--- src/rtl/stopwatch_counter_pkg.sv ---
// Shared types and constants for the stopwatch counter slice.
package stopwatch_pkg;

  typedef logic [3:0] bcd_t;

  typedef enum logic [1:0] {
    IDLE  = 2'd0,
    RUN   = 2'd1,
    PAUSE = 2'd2
  } sw_state_t;

  localparam int DIGIT_MAX_DEC = 9;
  localparam int DIGIT_MAX_SEX = 5;

  // Next value of a BCD digit that wraps to zero after reaching max_val.
  function automatic bcd_t bcd_next(input bcd_t digit, input bcd_t max_val);
    bcd_t result;
    if (digit == max_val) begin
      result = 4'd0;
    end else begin
      result = digit + 4'd1;
    end
    return result;
  endfunction

endpackage

--- src/rtl/stopwatch_counter_if.sv ---
// Command/status bundle between the stopwatch counter and its environment.
interface stopwatch_counter_if;
  import stopwatch_pkg::*;

  logic i_basetick;
  logic i_start_stop;
  logic i_clear;
  logic i_lap;

  logic o_timerenb;
  bcd_t o_cs_ones;
  bcd_t o_cs_tens;
  bcd_t o_sec_ones;
  bcd_t o_sec_tens;
  bcd_t o_min_ones;
  bcd_t o_min_tens;
  logic o_running;
  logic o_lap;
  logic o_overflow;

  modport master (
    output i_basetick, i_start_stop, i_clear, i_lap,
    input  o_timerenb, o_cs_ones, o_cs_tens, o_sec_ones, o_sec_tens,
           o_min_ones, o_min_tens, o_running, o_lap, o_overflow
  );

  modport slave (
    input  i_basetick, i_start_stop, i_clear, i_lap,
    output o_timerenb, o_cs_ones, o_cs_tens, o_sec_ones, o_sec_tens,
           o_min_ones, o_min_tens, o_running, o_lap, o_overflow
  );

endinterface

--- src/rtl/stopwatch_counter_bcd_digit.sv ---
// One BCD digit with synchronous clear, increment and carry-out at MODULO_MAX.
module bcd_digit
  import stopwatch_pkg::*;
#(
  parameter int MODULO_MAX = DIGIT_MAX_DEC
) (
  input  logic i_sclk,
  input  logic i_reset_n,
  input  logic i_clr,
  input  logic i_inc,
  output bcd_t o_digit,
  output logic o_carry
);

  localparam bcd_t MAX_VAL = bcd_t'(MODULO_MAX);

  bcd_t digit_r;

  always_ff @(posedge i_sclk or negedge i_reset_n) begin
    if (!i_reset_n) begin
      digit_r <= 4'd0;
    end else if (i_clr) begin
      digit_r <= 4'd0;
    end else if (i_inc) begin
      digit_r <= bcd_next(digit_r, MAX_VAL);
    end else begin
      digit_r <= digit_r;
    end
  end

  assign o_digit = digit_r;
  assign o_carry = i_inc & (digit_r == MAX_VAL);

endmodule

--- src/rtl/stopwatch_counter.sv ---
// MM:SS.cc stopwatch: base-tick edge detect, start/pause/clear FSM, lap freeze.
module stopwatch_counter
  import stopwatch_pkg::*;
#(
  parameter int MAX_MIN_TENS = 5
) (
  input  logic               i_sclk,
  input  logic               i_reset_n,
  stopwatch_counter_if.slave bus
);

  sw_state_t   state_r;
  sw_state_t   state_next_s;
  logic        tick_d_r;
  logic        tick_s;
  logic        count_en_s;
  logic        lap_capture_s;
  logic        lap_release_s;
  logic        lap_r;
  logic        running_r;
  logic        timerenb_r;
  logic        overflow_r;
  logic [23:0] hold_r;
  logic [23:0] live_s;
  logic [23:0] display_s;

  bcd_t cs_ones_s, cs_tens_s, sec_ones_s, sec_tens_s, min_ones_s, min_tens_s;
  logic carry0_s, carry1_s, carry2_s, carry3_s, carry4_s, carry5_s;

  assign tick_s = bus.i_basetick & ~tick_d_r;

  // Edge-detect delay runs in every state so resume never sees a stale edge.
  always_ff @(posedge i_sclk or negedge i_reset_n) begin
    if (!i_reset_n) begin
      tick_d_r <= 1'b0;
    end else begin
      tick_d_r <= bus.i_basetick;
    end
  end

  always_ff @(posedge i_sclk or negedge i_reset_n) begin
    if (!i_reset_n) begin
      state_r <= IDLE;
    end else begin
      state_r <= state_next_s;
    end
  end

  always_comb begin
    state_next_s = state_r;
    if (bus.i_clear) begin
      state_next_s = IDLE;
    end else if (bus.i_start_stop) begin
      case (state_r)
        IDLE:    state_next_s = RUN;
        RUN:     state_next_s = PAUSE;
        PAUSE:   state_next_s = RUN;
        default: state_next_s = IDLE;
      endcase
    end else begin
      state_next_s = state_r;
    end
  end

  // Clear beats start/stop beats lap; a lap pulse is dropped if either fires.
  always_comb begin
    count_en_s    = 1'b0;
    lap_capture_s = 1'b0;
    lap_release_s = 1'b0;
    if (bus.i_clear) begin
      count_en_s = 1'b0;
    end else begin
      count_en_s = (state_r == RUN) & tick_s;
      if (bus.i_lap && !bus.i_start_stop) begin
        lap_capture_s = ~lap_r & ((state_r == RUN) | (state_r == PAUSE));
        lap_release_s = lap_r;
      end else begin
        lap_capture_s = 1'b0;
        lap_release_s = 1'b0;
      end
    end
  end

  bcd_digit #(.MODULO_MAX(DIGIT_MAX_DEC)) u_cs_ones (
    .i_sclk(i_sclk), .i_reset_n(i_reset_n), .i_clr(bus.i_clear),
    .i_inc(count_en_s), .o_digit(cs_ones_s), .o_carry(carry0_s));

  bcd_digit #(.MODULO_MAX(DIGIT_MAX_DEC)) u_cs_tens (
    .i_sclk(i_sclk), .i_reset_n(i_reset_n), .i_clr(bus.i_clear),
    .i_inc(carry0_s), .o_digit(cs_tens_s), .o_carry(carry1_s));

  bcd_digit #(.MODULO_MAX(DIGIT_MAX_DEC)) u_sec_ones (
    .i_sclk(i_sclk), .i_reset_n(i_reset_n), .i_clr(bus.i_clear),
    .i_inc(carry1_s), .o_digit(sec_ones_s), .o_carry(carry2_s));

  bcd_digit #(.MODULO_MAX(DIGIT_MAX_SEX)) u_sec_tens (
    .i_sclk(i_sclk), .i_reset_n(i_reset_n), .i_clr(bus.i_clear),
    .i_inc(carry2_s), .o_digit(sec_tens_s), .o_carry(carry3_s));

  bcd_digit #(.MODULO_MAX(DIGIT_MAX_DEC)) u_min_ones (
    .i_sclk(i_sclk), .i_reset_n(i_reset_n), .i_clr(bus.i_clear),
    .i_inc(carry3_s), .o_digit(min_ones_s), .o_carry(carry4_s));

  bcd_digit #(.MODULO_MAX(MAX_MIN_TENS)) u_min_tens (
    .i_sclk(i_sclk), .i_reset_n(i_reset_n), .i_clr(bus.i_clear),
    .i_inc(carry4_s), .o_digit(min_tens_s), .o_carry(carry5_s));

  assign live_s = {min_tens_s, min_ones_s, sec_tens_s, sec_ones_s, cs_tens_s, cs_ones_s};

  always_ff @(posedge i_sclk or negedge i_reset_n) begin
    if (!i_reset_n) begin
      running_r  <= 1'b0;
      timerenb_r <= 1'b0;
      lap_r      <= 1'b0;
      hold_r     <= 24'h000000;
      overflow_r <= 1'b0;
    end else begin
      running_r  <= (state_next_s == RUN);
      timerenb_r <= (state_next_s == RUN);
      if (bus.i_clear) begin
        lap_r <= 1'b0;
      end else if (lap_capture_s) begin
        lap_r <= 1'b1;
      end else if (lap_release_s) begin
        lap_r <= 1'b0;
      end else begin
        lap_r <= lap_r;
      end
      if (lap_capture_s) begin
        hold_r <= live_s;
      end else begin
        hold_r <= hold_r;
      end
      if (bus.i_clear) begin
        overflow_r <= 1'b0;
      end else if (carry5_s) begin
        overflow_r <= 1'b1;
      end else begin
        overflow_r <= overflow_r;
      end
    end
  end

  assign display_s = lap_r ? hold_r : live_s;

  assign bus.o_cs_ones  = display_s[3:0];
  assign bus.o_cs_tens  = display_s[7:4];
  assign bus.o_sec_ones = display_s[11:8];
  assign bus.o_sec_tens = display_s[15:12];
  assign bus.o_min_ones = display_s[19:16];
  assign bus.o_min_tens = display_s[23:20];
  assign bus.o_timerenb = timerenb_r;
  assign bus.o_running  = running_r;
  assign bus.o_lap      = lap_r;
  assign bus.o_overflow = overflow_r;

endmodule

--- src/flat_wrapper.sv ---
// flat-port wrapper written by rule: the top's interface ports become plain ports
module stopwatch_counter_flat import stopwatch_pkg::*;
#(
  parameter int MAX_MIN_TENS = 5
)
  (i_sclk, i_reset_n, bus_i_basetick, bus_i_start_stop, bus_i_clear, bus_i_lap, bus_o_timerenb, bus_o_cs_ones, bus_o_cs_tens, bus_o_sec_ones, bus_o_sec_tens, bus_o_min_ones, bus_o_min_tens, bus_o_running, bus_o_lap, bus_o_overflow);
  stopwatch_counter_if bus_i ();
  input  logic i_sclk;
  input  logic i_reset_n;
  input wire logic [$bits(bus_i.i_basetick)-1:0] bus_i_basetick;
  input wire logic [$bits(bus_i.i_start_stop)-1:0] bus_i_start_stop;
  input wire logic [$bits(bus_i.i_clear)-1:0] bus_i_clear;
  input wire logic [$bits(bus_i.i_lap)-1:0] bus_i_lap;
  output wire logic [$bits(bus_i.o_timerenb)-1:0] bus_o_timerenb;
  output wire logic [$bits(bus_i.o_cs_ones)-1:0] bus_o_cs_ones;
  output wire logic [$bits(bus_i.o_cs_tens)-1:0] bus_o_cs_tens;
  output wire logic [$bits(bus_i.o_sec_ones)-1:0] bus_o_sec_ones;
  output wire logic [$bits(bus_i.o_sec_tens)-1:0] bus_o_sec_tens;
  output wire logic [$bits(bus_i.o_min_ones)-1:0] bus_o_min_ones;
  output wire logic [$bits(bus_i.o_min_tens)-1:0] bus_o_min_tens;
  output wire logic [$bits(bus_i.o_running)-1:0] bus_o_running;
  output wire logic [$bits(bus_i.o_lap)-1:0] bus_o_lap;
  output wire logic [$bits(bus_i.o_overflow)-1:0] bus_o_overflow;
  assign bus_i.i_basetick = bus_i_basetick;
  assign bus_i.i_start_stop = bus_i_start_stop;
  assign bus_i.i_clear = bus_i_clear;
  assign bus_i.i_lap = bus_i_lap;
  assign bus_o_timerenb = bus_i.o_timerenb;
  assign bus_o_cs_ones = bus_i.o_cs_ones;
  assign bus_o_cs_tens = bus_i.o_cs_tens;
  assign bus_o_sec_ones = bus_i.o_sec_ones;
  assign bus_o_sec_tens = bus_i.o_sec_tens;
  assign bus_o_min_ones = bus_i.o_min_ones;
  assign bus_o_min_tens = bus_i.o_min_tens;
  assign bus_o_running = bus_i.o_running;
  assign bus_o_lap = bus_i.o_lap;
  assign bus_o_overflow = bus_i.o_overflow;
  stopwatch_counter #(.MAX_MIN_TENS(MAX_MIN_TENS)) u_core (.i_sclk(i_sclk), .i_reset_n(i_reset_n), .bus(bus_i));
endmodule
--- config.mk ---
export PLATFORM = sky130hd
export DESIGN_NAME = stopwatch_counter_flat
export DESIGN_NICKNAME = d
export VERILOG_FILES = /design/src/rtl/stopwatch_counter_pkg.sv /design/src/rtl/stopwatch_counter_if.sv /design/src/rtl/stopwatch_counter_bcd_digit.sv /design/src/rtl/stopwatch_counter.sv /design/src/flat_wrapper.sv
export SDC_FILE = /design/constraint.sdc
export NUM_CORES = 1
export LEC_CHECK = 0
export CELL_PAD_IN_SITES_DETAIL_PLACEMENT = 2
export CELL_PAD_IN_SITES_GLOBAL_PLACEMENT = 2
export CORE_MARGIN = 3
export CORE_UTILIZATION = 30
export CTS_CLUSTER_DIAMETER = 30
export DETAILED_ROUTE_END_ITERATION = 7
export HOLD_SLACK_MARGIN = 0.03
export PLACE_DENSITY = 0.77
export SETUP_SLACK_MARGIN = 0.3
export SLEW_MARGIN = 10
export SYNTH_ARGS = -nofsm -noshare
export SYNTH_HDL_FRONTEND = slang
export SYNTH_SLANG_ARGS = --single-unit
--- constraint.sdc ---
create_clock -name i_sclk -period 1.7 [get_ports i_sclk]
set_input_delay 0.255 -clock i_sclk [delete_from_list [all_inputs] [get_ports i_sclk]]
set_output_delay 0.255 -clock i_sclk [all_outputs]
set_load 0.01 [all_outputs]
**Supply network**

Scale: 4 px per um. Pins as bars on the die edge.
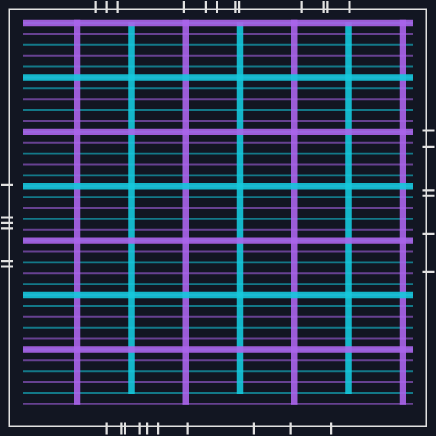
[purple] VSS
[cyan] VDD
met1 rails: 36
signal pins: 34
rows: 35
met4 straps: 7

**Clock distribution**

Scale: 3 px per um.
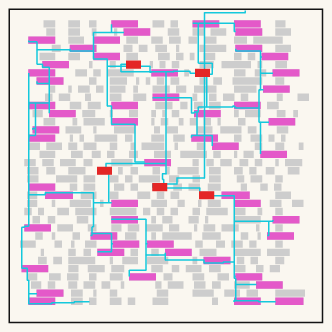
[red] clock-net drivers | count: 5
[magenta] flip-flops | count: 54
[cyan] clock wires | length: 865 um
routed clock nets: 6

[layer usage]
metal / up-vias / wire [um]
met1: 1489 / 5950
met5: - / 10
met3: 35 / 671
met2: 90 / 7615
met4: 2 / 578
li1: 1205 / -
[cells in the mapped netlist (2+ instances only)]
cell type  count
nand2_1       23
nor3_1         5
dfrtp_1       54
o31ai_1        4
buf_2          2
mux2_2        36
nand3b_1       7
and3b_1        6
mux2i_1        2
xnor2_1        2
o21ai_0       26
nor2_1        11
a31oi_1        3
clkbuf_1      10
inv_1          9
a21o_1         2
xor2_1         2
ha_1          14
nand3_1        7
or4_1          7
or3_1          3
buf_6          3
a21oi_1       14
[sequential cells by signal, indices dropped and copies added (netlist names)]
| register | flops |
|---|---|
| u_core.hold_r | 24 |
| u_core.u_cs_ones.o_digit | 4 |
| u_core.u_cs_tens.o_digit | 4 |
| u_core.u_min_ones.o_digit | 4 |
| u_core.u_min_tens.o_digit | 4 |
| u_core.u_sec_ones.o_digit | 4 |
| u_core.u_sec_tens.o_digit | 4 |
| u_core.state_r | 2 |
| u_core.bus.o_lap | 1 |
| u_core.bus.o_overflow | 1 |
| u_core.bus.o_running | 1 |
| u_core.tick_d_r | 1 |
[area by class of cell]
cell class                 count  area share [%]
clock buffer                   6           1.655
multi-input combinational    190           40.29
sequential                    54           27.15
timing repair buffer         126           26.75
inverter                       9          0.6769
clock inverter                 2          0.2507
tap                          129           3.234
[cell families (layout without fill, tap and decap cells)]
family / Yosys count / count (layout) / synth area share [%]
XOR/XNOR: 4 / 4 / 1.219
adder cells (fa/ha/maj): 14 / 14 / 6.092
buffers and inverters: 25 / 143 / 4.265
AND-OR/OR-AND: 53 / 53 / 10.44
AND/OR/NAND/NOR: 80 / 81 / 16.19
flip-flops: 54 / 54 / 47.00
multiplexers: 38 / 38 / 14.80
==> out/metrics.csv <==
metric;value;unit
Relative slew margins;61.00;%
Reg clk slew, reported paths;0.11;ns
CP Launch Point;bus_i_basetick;
Hold Vio Cnt, Final;0;
1st-pass router iterations;4;
register-to-register setup slack;-0.27;ns
WHS;0.4727;ns
Die Ht;103.9;um
Largest Pwr Group;sequential cells;
Max-cap violations;0;
met2 usage;43.78;%
Slew Limit Fails;0;
NetSw;0.0006955;W
Flop pwr share;52.8;%
placed cell area;3764;um2
dpl ws;-0.3712;ns
failing checks;negative setup slack;
multi-input logic area;2011;um2
clock root buffer;clkbuf_8;
slowest stage cell, crit path;clkdlybuf4s50_1;
clock period minus worst slack;1.972;ns
postcts setup bufs;25;
detailed-route via count;2821;
clk sink count;54;
Gate power share;14.9;%
number of global-route vias before repair;3154;
Sw Ratio;27.64;%
top_reg_cell synth;dfrtp_1;
area reported by Yosys stat;2875;um2
non-filler cells, final;516;
async set or reset register ratio after synthesis;100.0;%
post-layout util;53.76;%
Mean Syn Cell Area;10.73;um2
fin crit share;116.0;%
worst path arrival time;2.17;ns
Critical Path Fanout Max;7;
pin count of the biggest net entering global routing;22;
Top-area cell share;47.00;%
initial antenna violation count;1;
gr ovfl total;0;
FF-to-FF Start;u_core.u_cs_tens.o_digit[1]$_DFFE_PN0P_;
Log Warnings;36;
end of the critical path;u_core.u_sec_tens.o_digit[3]$_DFFE_PN0P_;
CP top delay family;buffers and inverters;
GR Util met3;3.476;%
Fmax;507.0;MHz
Post-synth seq share;47.00;%
Mapped Nets;288;
final WL;14830;um
sequential power;0.00133;W
cell area after layout;4991;um2
first-pass GRT wire length;20180;um
clock network power;0.000813;W
static leakage;2.263;nW
Power Total;0.002517;W
Die ar.;10800;um2
Reg area;1355;um2
Power Density;504.2;nW/um2
final setup vio count;65;
core area;9284;um2
# Cells Yosys;268;
top cells, area;dfrtp_1 (47%), mux2_2 (14%), ha_1 (6.1%);
outcome;finished with violations;
CTS tree;done;
setup ws final;-0.2723;ns
P&R area growth vs syn;73.59;%
yosys warning tally;0;
R2R cell count;7;
Init Core Util;30.97;%
dominant cell type by area after synthesis;dfrtp_1;
Comb. pwr;0.000376;W
setup TNS;-7.817;ns
dominant logic cell type in the layout;buf_4;
IO Pins;34;
DR iter-0 viols;134;
via/cell ratio;5.467;
worst-case clock buffer depth;2;
Power figures rest on the tool's default switching activity, not on a simulated workload.
